--- src/rtl/uart_reg_writer.sv ---
// uart_reg_writer: collects four UART RX bytes after a core load request,
// assembles them into a 32-bit word and issues exactly one register file write.
// Ports:
//   CLK, reset        - rising-edge clock, asynchronous active-low reset
//   req/req_rd/req_float - load request with destination index and bank (sampled in IDLE only)
//   rx_valid/rx_data/rx_ready - UART byte stream handshake (byte taken when both high)
//   busy/done/err     - status: not idle / one-cycle completion / one-cycle timeout abort
//   rw/write_data/AorF_before/UART_write_enable/distinct - register file write port;
//   distinct is a token that flips once per issued write so the register file
//   can tell a fresh write from a stale strobe.
module uart_reg_writer #(
  parameter int BIG_ENDIAN = 1,  // 1: first byte -> [31:24]; 0: first byte -> [7:0]
  parameter int TIMEOUT    = 0   // max idle RECV cycles between bytes; 0 disables
) (
  input  logic        CLK,
  input  logic        reset,
  input  logic        req,
  input  logic [4:0]  req_rd,
  input  logic        req_float,
  input  logic        rx_valid,
  input  logic [7:0]  rx_data,
  output logic        rx_ready,
  output logic        busy,
  output logic        done,
  output logic        err,
  output logic [4:0]  rw,
  output logic [31:0] write_data,
  output logic        AorF_before,
  output logic        UART_write_enable,
  output logic        distinct
);

  // Timeout counter width; kept at one bit when the timeout is disabled so the
  // declaration stays legal. The counter is never advanced in that case.
  localparam int TW = (TIMEOUT > 0) ? $clog2(TIMEOUT + 1) : 1;

  typedef enum logic [1:0] {
    IDLE  = 2'd0,
    RECV  = 2'd1,
    WRITE = 2'd2,
    DONE  = 2'd3
  } state_t;

  state_t        state_q;
  logic [1:0]    cnt_q;
  logic [TW-1:0] tcnt_q;
  logic [31:0]   data_q;
  logic [31:0]   data_d;
  logic [4:0]    rw_q;
  logic          aorf_q;
  logic          rx_ready_q;
  logic          busy_q;
  logic          done_q;
  logic          err_q;
  logic          wen_q;
  logic          distinct_q;
  logic          timeout_hit;

  // The assembly register is cleared at request time, so shifting each byte in
  // from one end places byte k exactly where its index dictates once all four
  // have arrived: shifting left leaves byte 0 in [31:24], shifting right leaves
  // byte 0 in [7:0].
  always_comb begin
    data_d = data_q;
    if (BIG_ENDIAN != 0) begin
      data_d = {data_q[23:0], rx_data};
    end else begin
      data_d = {rx_data, data_q[31:8]};
    end
  end

  // The counter holds the number of idle cycles already seen; the idle cycle
  // that would bring it to TIMEOUT is the one that aborts.
  assign timeout_hit = (TIMEOUT > 0) && (tcnt_q == TW'(TIMEOUT - 1));

  always_ff @(posedge CLK or negedge reset) begin
    if (!reset) begin
      state_q    <= IDLE;
      cnt_q      <= 2'd0;
      tcnt_q     <= '0;
      data_q     <= 32'd0;
      rw_q       <= 5'd0;
      aorf_q     <= 1'b0;
      rx_ready_q <= 1'b0;
      busy_q     <= 1'b0;
      done_q     <= 1'b0;
      err_q      <= 1'b0;
      wen_q      <= 1'b0;
      // Matches the register file's token reset value: no phantom write.
      distinct_q <= 1'b1;
    end else begin
      // Pulse outputs default low; they are raised only on the edge entering
      // the state they decode.
      done_q <= 1'b0;
      err_q  <= 1'b0;
      wen_q  <= 1'b0;

      case (state_q)
        IDLE: begin
          if (req) begin
            rw_q       <= req_rd;
            aorf_q     <= req_float;
            cnt_q      <= 2'd0;
            tcnt_q     <= '0;
            data_q     <= 32'd0;
            state_q    <= RECV;
            rx_ready_q <= 1'b1;
            busy_q     <= 1'b1;
          end
        end

        RECV: begin
          if (rx_valid) begin
            data_q <= data_d;
            cnt_q  <= cnt_q + 2'd1;
            tcnt_q <= '0;
            if (cnt_q == 2'd3) begin
              state_q    <= WRITE;
              rx_ready_q <= 1'b0;
              wen_q      <= 1'b1;
              // Flip the token on the same edge that raises the strobe so the
              // register file sees a new token for this write only.
              distinct_q <= ~distinct_q;
            end
          end else if (timeout_hit) begin
            // Abort: drop the partial word and return without writing.
            state_q    <= IDLE;
            rx_ready_q <= 1'b0;
            busy_q     <= 1'b0;
            err_q      <= 1'b1;
            cnt_q      <= 2'd0;
            tcnt_q     <= '0;
            data_q     <= 32'd0;
          end else if (TIMEOUT > 0) begin
            tcnt_q <= tcnt_q + TW'(1);
          end
        end

        WRITE: begin
          state_q <= DONE;
          done_q  <= 1'b1;
        end

        DONE: begin
          // A req arriving now is sampled outside IDLE and therefore dropped.
          state_q <= IDLE;
          busy_q  <= 1'b0;
        end

        default: begin
          state_q    <= IDLE;
          rx_ready_q <= 1'b0;
          busy_q     <= 1'b0;
        end
      endcase
    end
  end

  assign rx_ready          = rx_ready_q;
  assign busy              = busy_q;
  assign done              = done_q;
  assign err               = err_q;
  assign rw                = rw_q;
  assign write_data        = data_q;
  assign AorF_before       = aorf_q;
  assign UART_write_enable = wen_q;
  assign distinct          = distinct_q;

endmodule
--- config.mk ---
export PLATFORM = sky130hd
export DESIGN_NAME = uart_reg_writer
export DESIGN_NICKNAME = d
export VERILOG_FILES = /design/src/rtl/uart_reg_writer.sv
export SDC_FILE = /design/constraint.sdc
export NUM_CORES = 1
export LEC_CHECK = 0
export CAP_MARGIN = 40
export CORE_UTILIZATION = 42
export CTS_CLUSTER_SIZE = 25
export DETAILED_ROUTE_END_ITERATION = 8
export PLACE_DENSITY = 0.81
export RECOVER_POWER = 100
export SLEW_MARGIN = 20
export SYNTH_ARGS = -nofsm -noshare
export SYNTH_HDL_FRONTEND = slang
export SYNTH_SLANG_ARGS = --single-unit
--- constraint.sdc ---
create_clock -name CLK -period 1.5 [get_ports CLK]
set_input_delay 0.225 -clock CLK [delete_from_list [all_inputs] [get_ports CLK]]
set_output_delay 0.225 -clock CLK [all_outputs]
set_load 0.03 [all_outputs]
**Signal wires by layer**

The bar under the picture is 20 um long.
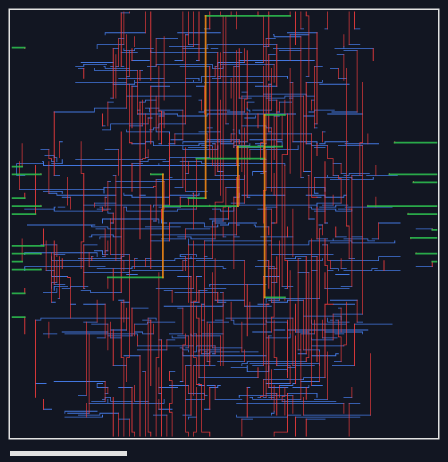
Key: red = met2 [wire length 2380 um]; green = met3 [wire length 153 um]; blue = met1 [wire length 2050 um]; orange = met4 [wire length 90.4 um]

**Where the registers sit**

The bar under the picture is 20 um long. Other sequential cells in the stronger gray, the rest of the logic in the fainter gray.
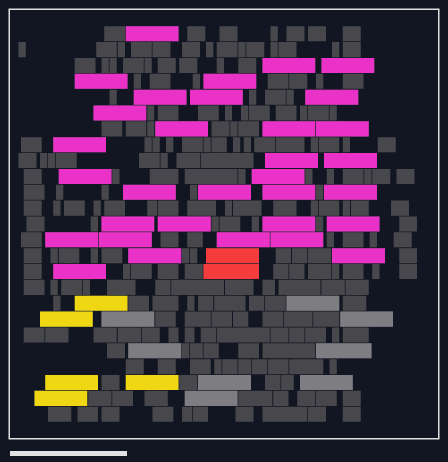
Key: red = `state_q` [flops 2]; yellow = `rw` [flops 5, where south-west]; magenta = `write_data` [flops 32]

**Cells by drive strength**

The bar under the picture is 20 um long.
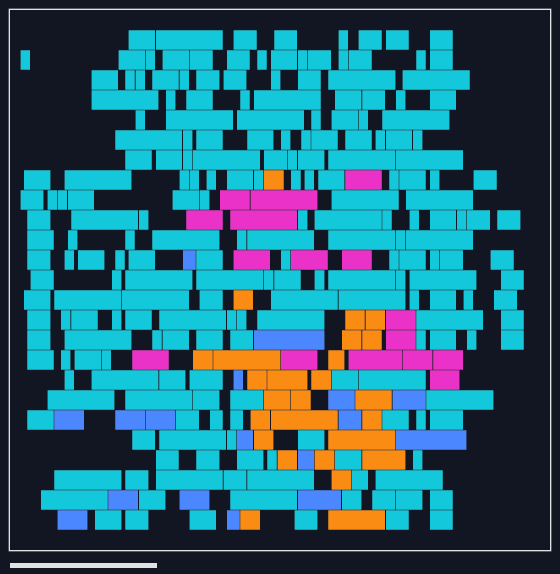
Key: cyan = drive 1 or less [cells 217, share 79%]; magenta = drive 6 and up [cells 16, share 5.8%]; orange = drive 3 to 4 [cells 26, share 9.4%]; blue = drive 2 [cells 17, share 6.2%]

==> impl_metrics.env <==
# flow metrics
export IMPL_grt_pass1_wl_um=6762
export IMPL_core_area_um2=4817
export IMPL_htreeDepth=2
export IMPL_post_synth_top_area_cell="dfrtp_1"
export IMPL_grt_max_degree=48
export IMPL_areaGrowthSynthToFinish_pct=46.82
export IMPL_crit_fanout=6
export IMPL_drc=0
export IMPL_cp_top_family="flip-flops"
export IMPL_fmax_mhz=574.4
export IMPL_comb_area_share_pct=26.40
export IMPL_switchingPower_w=0.002520
export IMPL_final_max_slew_violation_count=0
export IMPL_violations="negative setup slack"
export IMPL_die_h_um=73.44
export IMPL_top_power_group="combinational logic"
export IMPL_dpl_worst_slack_ns=-0.2224
export IMPL_p_seq_w=0.00185
export IMPL_leakage_nw=1.587
export IMPL_largest_register_ffs=32
export IMPL_grt_overflow=0
export IMPL_regArea_um2=1179
export IMPL_cpMostUsedCell="buf_6"
export IMPL_comb_power_w=0.00369
export IMPL_synth_nets=214
export IMPL_cp_end_kind="flip-flop"
export IMPL_holdBufCountCts=1
export IMPL_grt_pass1_vias=1442
export IMPL_flops=47
export IMPL_status="finished, violations left"
export IMPL_dieArea_um2=5393
export IMPL_hold_viol=0
export IMPL_yosys_cells=190
export IMPL_fin_crit_sh_pct=116.1
export IMPL_globalplace_congestion=0.7603
export IMPL_critical_path_required_ns=1.71
export IMPL_cpMaxStageDelayCell="dfrtp_2"
export IMPL_fp_util_pct=44.49
export IMPL_worst_hold_slack_ns=0.4828
export IMPL_arrival_ns=1.95
export IMPL_vias=1536
export IMPL_powerDensity_nw_per_um2=2001
export IMPL_worst_slew_pin_slew_ns=0.6379
export IMPL_setup_viol=36
export IMPL_fin_area_um2=3147
export IMPL_layout_nets=300
export IMPL_fill_cells=392
export IMPL_worstSetupStartpointType="flip-flop"
export IMPL_p_int_w=0.003776
export IMPL_pwr_share_seq_pct=29.4
export IMPL_rsz0062_at_grt="true"
export IMPL_logic_area_um2=830.8
export IMPL_hold_path_class="input pin to flip-flop"
export IMPL_pin_count=62
export IMPL_num_rows=25
export IMPL_nonClockInverterCount=36
export IMPL_top_cells_by_area="dfrtp_1, mux2i_1, inv_1, nand2_1, mux2_2"
export IMPL_buf_share_pct=26.32
export IMPL_tapCellCount=67
export IMPL_routed_wl_um=4670
export IMPL_fin_ws_ns=-0.2408
**Nets reached from selected ports**

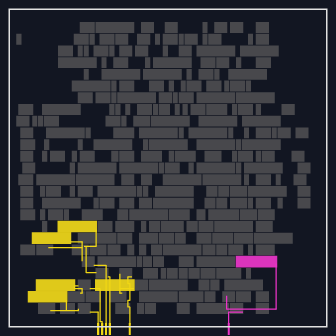
Key: magenta = `distinct` [bits 1, direction output, edge south, end cells 1, buffers 1, wire 31.2 um]; yellow = `rw` [bits 5, direction output, edge south, end cells 5, buffers 5, wire 109 um]

**The clock network**

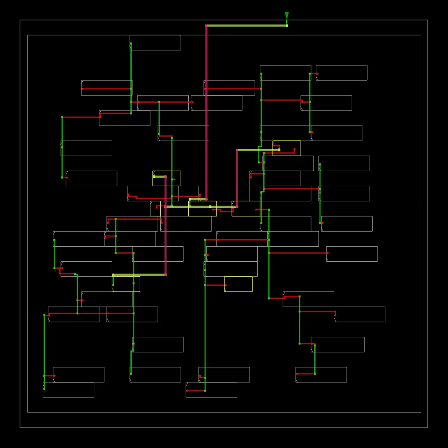
final-layout clock buffer total: 6
skew final: 0.004640 ns
TritonCTS Buffers: 5
clk_lat worst skew: 0.29 ns
Clk. pwr: 0.000753 W

-- layer usage --
layer  share of wire, %  up-vias  GRT usage (%)
met2                 51       30          27.98
met3                3.3       10          2.606
met4                1.9        0          5.769
li1                   -      760              -
met5                  0        -              0
met1                 44      736          21.38
-- logic make-up after synthesis --
logic type	after synthesis	share of synthesized area (%)
DFF	47	54.93
and+or+nand+nor	43	8.757
adders and majority gates	6	3.503
muxes	42	20.02
AOI/OAI and AO/OA	5	1.518
other	1	0.1750
buffers and inverters	45	10.68
xor gates and xnor gates	1	0.4087
-- cells in the final DEF (no fill, tap or decap), types with 2 or more instances in the layout --
cell type / count
dfrtp_1: 45
dlygate4sd2_1: 43
mux2i_1: 35
inv_1: 34
nand2_1: 33
clkdlybuf4s50_1: 16
buf_4: 15
buf_6: 7
mux2_2: 6
clkbuf_8: 6
ha_4: 3
ha_1: 3
clkbuf_16: 2
clkbuf_4: 2
-- path summary, 6_finish.rpt --
kind | startpoint | endpoint | slack (ns) | cells after the start
worst min register to register | cnt_q[0] | cnt_q[0] | 0.50 | 1
min in group asynchronous | reset | rx_ready | 0.62 | 3
worst max-delay path | state_q[0] | write_data[18] | -0.24 | 6
max in group asynchronous | reset | state_q[0] | 0.41 | 3
worst min-delay path | rx_data[3] | write_data[3] | 0.48 | 3
worst max register to register | state_q[0] | write_data[18] | -0.24 | 6
-- cell usage after synthesis, drive strengths merged --
master,number
clkbuf,4
nand3b,1
nand2,34
inv,36
and3,1
mux2,7
dfstp,1
o41ai,1
o31ai,1
xor2,1
o22ai,1
a21oi,1
nor2,2
o21ai,1
buf,5
nor2b,1
conb,1
ha,6
and2b,2
mux2i,35
nor3,2
dfrtp,46
Power and IR drop assume default switching activity.
